==> config.mk <==
export PLATFORM = sky130hd
export DESIGN_NAME = pipe_stage_skid_flat
export DESIGN_NICKNAME = d
export VERILOG_FILES = /design/src/rtl/pipe_stage_skid_if.sv /design/src/rtl/pipe_stage_skid.sv /design/src/flat_wrapper.sv
export SDC_FILE = /design/constraint.sdc
export NUM_CORES = 1
export LEC_CHECK = 0
export ABC_CLOCK_PERIOD_IN_PS = 3110
export CORE_ASPECT_RATIO = 1.1
export CORE_MARGIN = 5
export CORE_UTILIZATION = 30
export DETAILED_ROUTE_END_ITERATION = 8
export HOLD_SLACK_MARGIN = 0.12
export PLACE_DENSITY_LB_ADDON = 0.15
export SYNTH_ARGS = -nofsm -noshare
export SYNTH_HDL_FRONTEND = slang
export SYNTH_SLANG_ARGS = --single-unit
==> constraint.sdc <==
create_clock -name clk -period 3.11 [get_ports clk]
set_clock_uncertainty 0.2 [all_clocks]
set_input_delay 0.4665 -clock clk [delete_from_list [all_inputs] [get_ports clk]]
set_output_delay 0.4665 -clock clk [all_outputs]
set_load 0.02 [all_outputs]
==> src/rtl/pipe_stage_skid_if.sv <==
// rtl/pipe_stage_skid_if.sv - upstream/downstream handshake bundle for pipe_stage_skid
interface pipe_stage_skid_if #(
  parameter int DATA_W = 32,
  parameter int REG_W  = 5,
  parameter int CTRL_W = 4
);
  logic              in_valid;
  logic              in_ready;
  logic [REG_W-1:0]  in_wr_reg;
  logic [DATA_W-1:0] in_pc;
  logic [DATA_W-1:0] in_alu_res;
  logic [DATA_W-1:0] in_rd_data;
  logic [CTRL_W-1:0] in_ctrl;

  logic              out_valid;
  logic              out_ready;
  logic [REG_W-1:0]  out_wr_reg;
  logic [DATA_W-1:0] out_pc;
  logic [DATA_W-1:0] out_alu_res;
  logic [DATA_W-1:0] out_rd_data;
  logic [CTRL_W-1:0] out_ctrl;

  modport master (
    output in_valid, in_wr_reg, in_pc, in_alu_res, in_rd_data, in_ctrl, out_ready,
    input  in_ready, out_valid, out_wr_reg, out_pc, out_alu_res, out_rd_data, out_ctrl
  );

  modport slave (
    input  in_valid, in_wr_reg, in_pc, in_alu_res, in_rd_data, in_ctrl, out_ready,
    output in_ready, out_valid, out_wr_reg, out_pc, out_alu_res, out_rd_data, out_ctrl
  );
endinterface

==> src/rtl/pipe_stage_skid.sv <==
// rtl/pipe_stage_skid.sv - pipeline stage register with one-entry skid, flush and stall/flush counters
module pipe_stage_skid #(
  parameter int DATA_W = 32,
  parameter int REG_W  = 5,
  parameter int CTRL_W = 4,
  parameter int CNT_W  = 16
) (
  input  logic             clk,
  input  logic             rst,
  input  logic             flush,
  pipe_stage_skid_if.slave bus,
  output logic [CNT_W-1:0] stall_cnt,
  output logic [CNT_W-1:0] flush_cnt
);
  localparam int PAY_W = REG_W + 3 * DATA_W + CTRL_W;

  logic [PAY_W-1:0]  in_pay;
  logic [PAY_W-1:0]  main_pay;
  logic [PAY_W-1:0]  skid_pay;
  logic              main_valid;
  logic              skid_valid;
  logic              in_ready_q;
  logic [CTRL_W-1:0] ctrl_q;

  logic accept;
  logic pop;
  logic main_valid_d;
  logic skid_valid_d;
  logic load_main_from_in;
  logic load_main_from_skid;
  logic load_skid;

  assign in_pay = {bus.in_wr_reg, bus.in_pc, bus.in_alu_res, bus.in_rd_data, bus.in_ctrl};
  assign accept = bus.in_valid & in_ready_q;
  assign pop    = main_valid & bus.out_ready;

  always_comb begin
    main_valid_d        = main_valid;
    skid_valid_d        = skid_valid;
    load_main_from_in   = 1'b0;
    load_main_from_skid = 1'b0;
    load_skid           = 1'b0;
    if (flush) begin
      main_valid_d = 1'b0;
      skid_valid_d = 1'b0;
    end else if (pop && skid_valid) begin
      // in_ready is low whenever skid is full, so no accept can collide here
      load_main_from_skid = 1'b1;
      main_valid_d        = 1'b1;
      skid_valid_d        = 1'b0;
    end else if (accept && (!main_valid || pop)) begin
      load_main_from_in = 1'b1;
      main_valid_d      = 1'b1;
    end else if (accept) begin
      load_skid    = 1'b1;
      skid_valid_d = 1'b1;
    end else if (pop) begin
      main_valid_d = 1'b0;
    end
  end

  always_ff @(posedge clk or negedge rst) begin
    if (!rst) begin
      main_valid <= 1'b0;
      skid_valid <= 1'b0;
      in_ready_q <= 1'b0;
      main_pay   <= '0;
      skid_pay   <= '0;
    end else begin
      main_valid <= main_valid_d;
      skid_valid <= skid_valid_d;
      in_ready_q <= !skid_valid_d;
      if (load_main_from_skid) begin
        main_pay <= skid_pay;
      end else if (load_main_from_in) begin
        main_pay <= in_pay;
      end
      if (load_skid) begin
        skid_pay <= in_pay;
      end
    end
  end

  always_ff @(posedge clk or negedge rst) begin
    if (!rst) begin
      stall_cnt <= '0;
      flush_cnt <= '0;
    end else begin
      if (main_valid && !bus.out_ready && stall_cnt != '1) begin
        stall_cnt <= stall_cnt + CNT_W'(1);
      end
      // only flushes that actually killed something are interesting
      if (flush && (main_valid || skid_valid) && flush_cnt != '1) begin
        flush_cnt <= flush_cnt + CNT_W'(1);
      end
    end
  end

  assign {bus.out_wr_reg, bus.out_pc, bus.out_alu_res, bus.out_rd_data, ctrl_q} = main_pay;
  assign bus.out_valid = main_valid;
  assign bus.out_ctrl  = ctrl_q & {CTRL_W{main_valid}};
  assign bus.in_ready  = in_ready_q;
endmodule

==> src/flat_wrapper.sv <==
// flat-port wrapper written by rule: the top's interface ports become plain ports
module pipe_stage_skid_flat 
#(
  parameter int DATA_W = 32,
  parameter int REG_W  = 5,
  parameter int CTRL_W = 4,
  parameter int CNT_W  = 16
)
  (clk, rst, flush, stall_cnt, flush_cnt, bus_in_valid, bus_in_wr_reg, bus_in_pc, bus_in_alu_res, bus_in_rd_data, bus_in_ctrl, bus_out_ready, bus_in_ready, bus_out_valid, bus_out_wr_reg, bus_out_pc, bus_out_alu_res, bus_out_rd_data, bus_out_ctrl);
  pipe_stage_skid_if #(.DATA_W(DATA_W), .REG_W(REG_W), .CTRL_W(CTRL_W)) bus_i ();
  input  logic clk;
  input  logic rst;
  input  logic flush;
  output logic [CNT_W-1:0] stall_cnt;
  output logic [CNT_W-1:0] flush_cnt;
  input wire logic [$bits(bus_i.in_valid)-1:0] bus_in_valid;
  input wire logic [$bits(bus_i.in_wr_reg)-1:0] bus_in_wr_reg;
  input wire logic [$bits(bus_i.in_pc)-1:0] bus_in_pc;
  input wire logic [$bits(bus_i.in_alu_res)-1:0] bus_in_alu_res;
  input wire logic [$bits(bus_i.in_rd_data)-1:0] bus_in_rd_data;
  input wire logic [$bits(bus_i.in_ctrl)-1:0] bus_in_ctrl;
  input wire logic [$bits(bus_i.out_ready)-1:0] bus_out_ready;
  output wire logic [$bits(bus_i.in_ready)-1:0] bus_in_ready;
  output wire logic [$bits(bus_i.out_valid)-1:0] bus_out_valid;
  output wire logic [$bits(bus_i.out_wr_reg)-1:0] bus_out_wr_reg;
  output wire logic [$bits(bus_i.out_pc)-1:0] bus_out_pc;
  output wire logic [$bits(bus_i.out_alu_res)-1:0] bus_out_alu_res;
  output wire logic [$bits(bus_i.out_rd_data)-1:0] bus_out_rd_data;
  output wire logic [$bits(bus_i.out_ctrl)-1:0] bus_out_ctrl;
  assign bus_i.in_valid = bus_in_valid;
  assign bus_i.in_wr_reg = bus_in_wr_reg;
  assign bus_i.in_pc = bus_in_pc;
  assign bus_i.in_alu_res = bus_in_alu_res;
  assign bus_i.in_rd_data = bus_in_rd_data;
  assign bus_i.in_ctrl = bus_in_ctrl;
  assign bus_i.out_ready = bus_out_ready;
  assign bus_in_ready = bus_i.in_ready;
  assign bus_out_valid = bus_i.out_valid;
  assign bus_out_wr_reg = bus_i.out_wr_reg;
  assign bus_out_pc = bus_i.out_pc;
  assign bus_out_alu_res = bus_i.out_alu_res;
  assign bus_out_rd_data = bus_i.out_rd_data;
  assign bus_out_ctrl = bus_i.out_ctrl;
  pipe_stage_skid #(.DATA_W(DATA_W), .REG_W(REG_W), .CTRL_W(CTRL_W), .CNT_W(CNT_W)) u_core (.clk(clk), .rst(rst), .flush(flush), .bus(bus_i), .stall_cnt(stall_cnt), .flush_cnt(flush_cnt));
endmodule
Fig. 1: run 1, a small window of the routed layout
The bar under the picture is 10 um long. Region (124, 33) to (164, 73) um. Cells in grey, sequential cells in the stronger grey; small squares are vias.
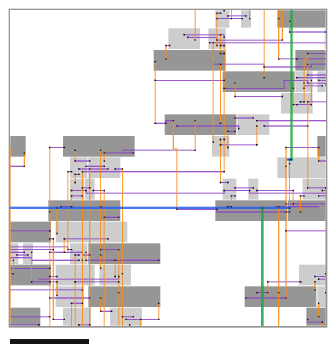
| colour | layer |
|---|---|
| blue | metal 3 |
| orange | metal 2 |
| green | metal 4 |
| purple | metal 1 |
netlist names of flops here include: u_core.skid_pay (9), u_core.main_pay (4)
most frequent: dfrtp_1 (13), mux2_1 (8)
sequential cells in the window: 13
cells with their middle in the window: 41

Fig. 2: run 1, M3 wires
The bar under the picture is 50 um long.
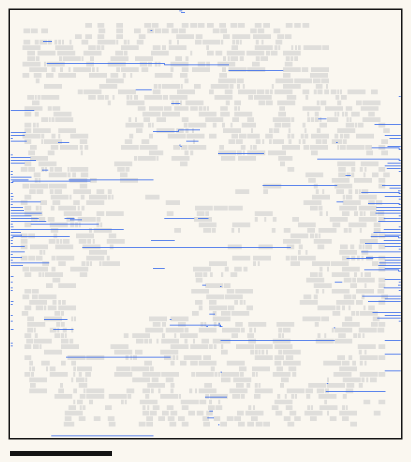
longest straight run: 102 um
wire length on this layer: 1600 um
share of all routed wire: 5.7%
nets with wire on the layer: 128
main direction: horizontal

==> GITHUB_STEP_SUMMARY, run 1 <==
### Flow metrics

| Metric | Value |
|---|---|
| Drt first-iter violations | `268` |
| Hold Path Origin | `u_core.main_pay[0]` |
| Cell Type Count | `48` |
| Hold Crit Depth | `2` |
| Reg2reg start | `u_core.bus.out_valid` |
| Clock Sinks | `245` |
| Core Rows | `73` |
| Share of layout cells above drive strength 1 | `13.6%` |
| Yosys Instances | `957` |
| Status | `finished clean` |
| Seq area share | `43.2%` |
| Fillers | `3525` |
| Sw Ratio | `28.4%` |
| Flop area | `6130 um^2` |
| Worst setup margin | `437 ps` |
| Core area | `36100 um^2` |
| Maxcap violations | `0` |
| Unrepaired setup endpoints after global routing | `false` |
| Worst stage delay on the critical path | `650 ps` |
| Via Count | `7394` |
| Max Clock Freq | `374 MHz` |
| GRT met2 Usage | `22.3%` |
| P_clk | `3.17 mW` |
| Flops after synth | `245` |
| Worst hold margin | `275 ps` |
| GP Congestion | `0.724` |
| Max stage delay cell, worst path | `clkdlybuf4s50_1` |
| WP data required | `2440 ps` |
| Top FF cell, synth | `dfrtp_1` |
| Multi-In Gates | `549` |
| Family with the most delay on the worst path | `buffers and inverters` |
| Crit-path cells | `and2_1, clkdlybuf4s50_1` |
| Post-Route Utilization | `39.3%` |
| Register share after synthesis | `56.1%` |
| Reg2Reg Setup Slack | `870 ps` |
| XORs/XNORs by Area | `1.52%` |
| Total power | `9.49 mW` |
| Final setup fails | `0` |
| Synth top cells by count | `dfrtp_1 (245), nand2_1 (126), o22ai_1 (105), buf_4 (103), o21ai_1 (100)` |
| Vias in the first global route | `7728` |
| Setup TNS | `0 ps` |
| WP data arrival | `2010 ps` |
| Root Driver | `clkbuf_16` |
| OpenROAD warning count | `28` |
| Buffers & Inverters on Critical Path | `1` |
| Routed wire per std cell | `17.4 um` |
| Vert. Die Dim | `210 um` |
| PD cells | `669 nW/um^2` |
| Area-dominant class | `registers` |
| DIE WIDTH | `192 um` |
| Slew margin rel. | `57.8%` |
| AND-OR/OR-AND Cells, Area Fraction | `12.1%` |
| Logic area | `3690 um^2` |
| Inst Count DP | `1558` |
| Dpl hpwl | `18.8 mm` |
| Tapcells | `487` |
| Initial antenna violation count | `3` |
| IO Pins | `249` |
| Non-clk bufs | `274` |
| Seq_cells | `245` |
Fig. 3: run 1, selected gate families
The bar under the picture is 50 um long.
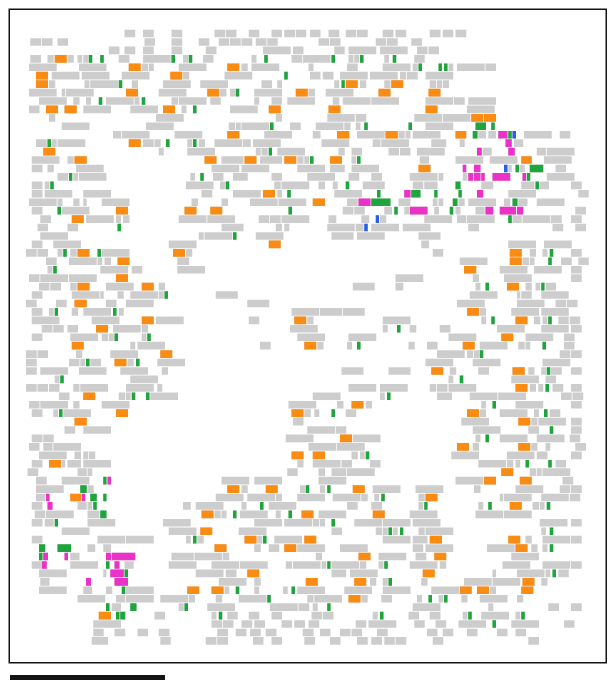
| colour | family | cells | most used | where |
|---|---|---|---|---|
| magenta | nor cells | 31 | nor3_1 | spread over the die |
| green | nand cells | 141 | nand2_1 | spread over the die |
| blue | inv cells | 4 | inv_1 | top right |
| orange | mux cells | 113 | mux2_2 | spread over the die |
combinational share of cell area: 26.0%
most frequent logic cell in the layout: clkdlybuf4s50_1
non-filler cells, final: 1610

Fig. 4: run 1, the metal 1 layer
The bar under the picture is 50 um long. Supply wires on this layer in grey.
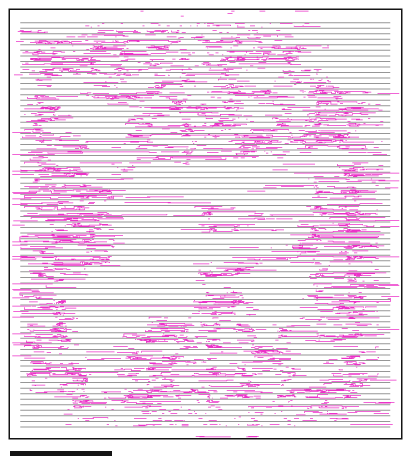
longest straight run: 86.5 um
wire length on this layer: 12200 um

## Run 2: what changed since run 1
--- a/config.mk
+++ b/config.mk
@@ -8,7 +8,7 @@
 export ABC_CLOCK_PERIOD_IN_PS = 3110
 export CORE_ASPECT_RATIO = 1.1
 export CORE_MARGIN = 5
-export CORE_UTILIZATION = 30
+export CORE_UTILIZATION = 44
 export DETAILED_ROUTE_END_ITERATION = 8
 export HOLD_SLACK_MARGIN = 0.12
 export PLACE_DENSITY_LB_ADDON = 0.15
Fig. 5: run 2, a small window of the routed layout
The bar under the picture is 10 um long. Region (100, 24) to (140, 64) um. Cells in grey, sequential cells in the stronger grey; small squares are vias.
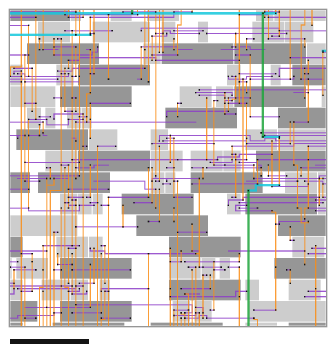
| colour | layer |
|---|---|
| purple | metal 1 |
| cyan | metal 3 |
| orange | metal 2 |
| green | metal 4 |
cells with their middle in the window: 80
sequential cells in the window: 23
netlist names of flops here include: u_core.skid_pay (12), u_core.main_pay (11)
most frequent: dfrtp_1 (23), mux2_1 (15), o22ai_1 (12)

Fig. 6: run 2, the metal 1 layer
The bar under the picture is 50 um long. Supply wires on this layer in grey.
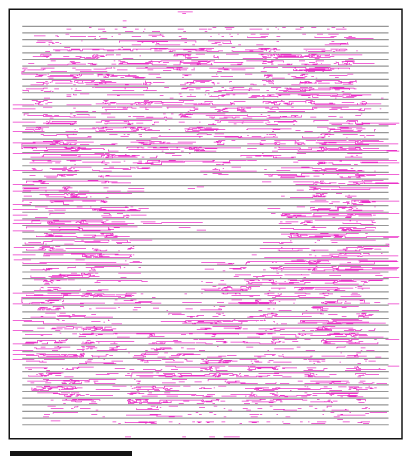
main direction: horizontal
wire length on this layer: 11200 um
share of all routed wire: 44%
longest straight run: 66.2 um
nets with wire on the layer: 1077

==> run 2 against run 1 <==
Compared with the run above: maximum frequency shrank 0.24%; utilization grew 18 points; combinational power is essentially flat; sequential share of layout area grew 0.59 points; critical endpoint unchanged; highest routed layer is now met4.
==> GITHUB_STEP_SUMMARY, run 2 <==
### Flow metrics

| Metric | Value |
|---|---|
| Family with the most delay on the worst path | `flip-flops` |
| Worst setup margin | `430 ps (-6.35 ps)` |
| Multi-In Gates | `549 (unchanged)` |
| WP data arrival | `2010 ps (about the same)` |
| Seq_cells | `245 (unchanged)` |
| P_clk | `3.34 mW (+5%)` |
| Reg2Reg Setup Slack | `700 ps (-170 ps)` |
| Hold Path Origin | `u_core.main_pay[2]` |
| Core Rows | `60 (-18%)` |
| Flops after synth | `245 (unchanged)` |
| Top FF cell, synth | `dfrtp_1` |
| DIE WIDTH | `160 um (-17%)` |
| OpenROAD warning count | `28 (unchanged)` |
| XORs/XNORs by Area | `1.52% (unchanged)` |
| AND-OR/OR-AND Cells, Area Fraction | `12.1% (unchanged)` |
| Fillers | `2092 (-41%)` |
| Tapcells | `310 (-36%)` |
| Post-Route Utilization | `57.2% (+18 points)` |
| Dpl hpwl | `16.8 mm (-10%)` |
| Yosys Instances | `957 (unchanged)` |
| Status | `finished clean` |
| Seq area share | `43.8% (+0.59 points)` |
| Hold Crit Depth | `2 (unchanged)` |
| Buffers & Inverters on Critical Path | `1 (unchanged)` |
| Flop area | `6130 um^2 (unchanged)` |
| Via Count | `7432 (+0.51%)` |
| Final setup fails | `0 (unchanged)` |
| Max Clock Freq | `373 MHz (-0.24%)` |
| Share of layout cells above drive strength 1 | `13.5% (-0.029 points)` |
| Worst stage delay on the critical path | `640 ps (about the same)` |
| Non-filler cells, final | `1427 (-11%)` |
| Unrepaired setup endpoints after global routing | `false` |
| Total power | `9.66 mW (+1.8%)` |
| Register share after synthesis | `56.1% (unchanged)` |
| Sw Ratio | `27.6% (-0.74 points)` |
| Core area | `24500 um^2 (-32%)` |
| Setup TNS | `0 ps (unchanged)` |
Power and IR drop assume default switching activity.
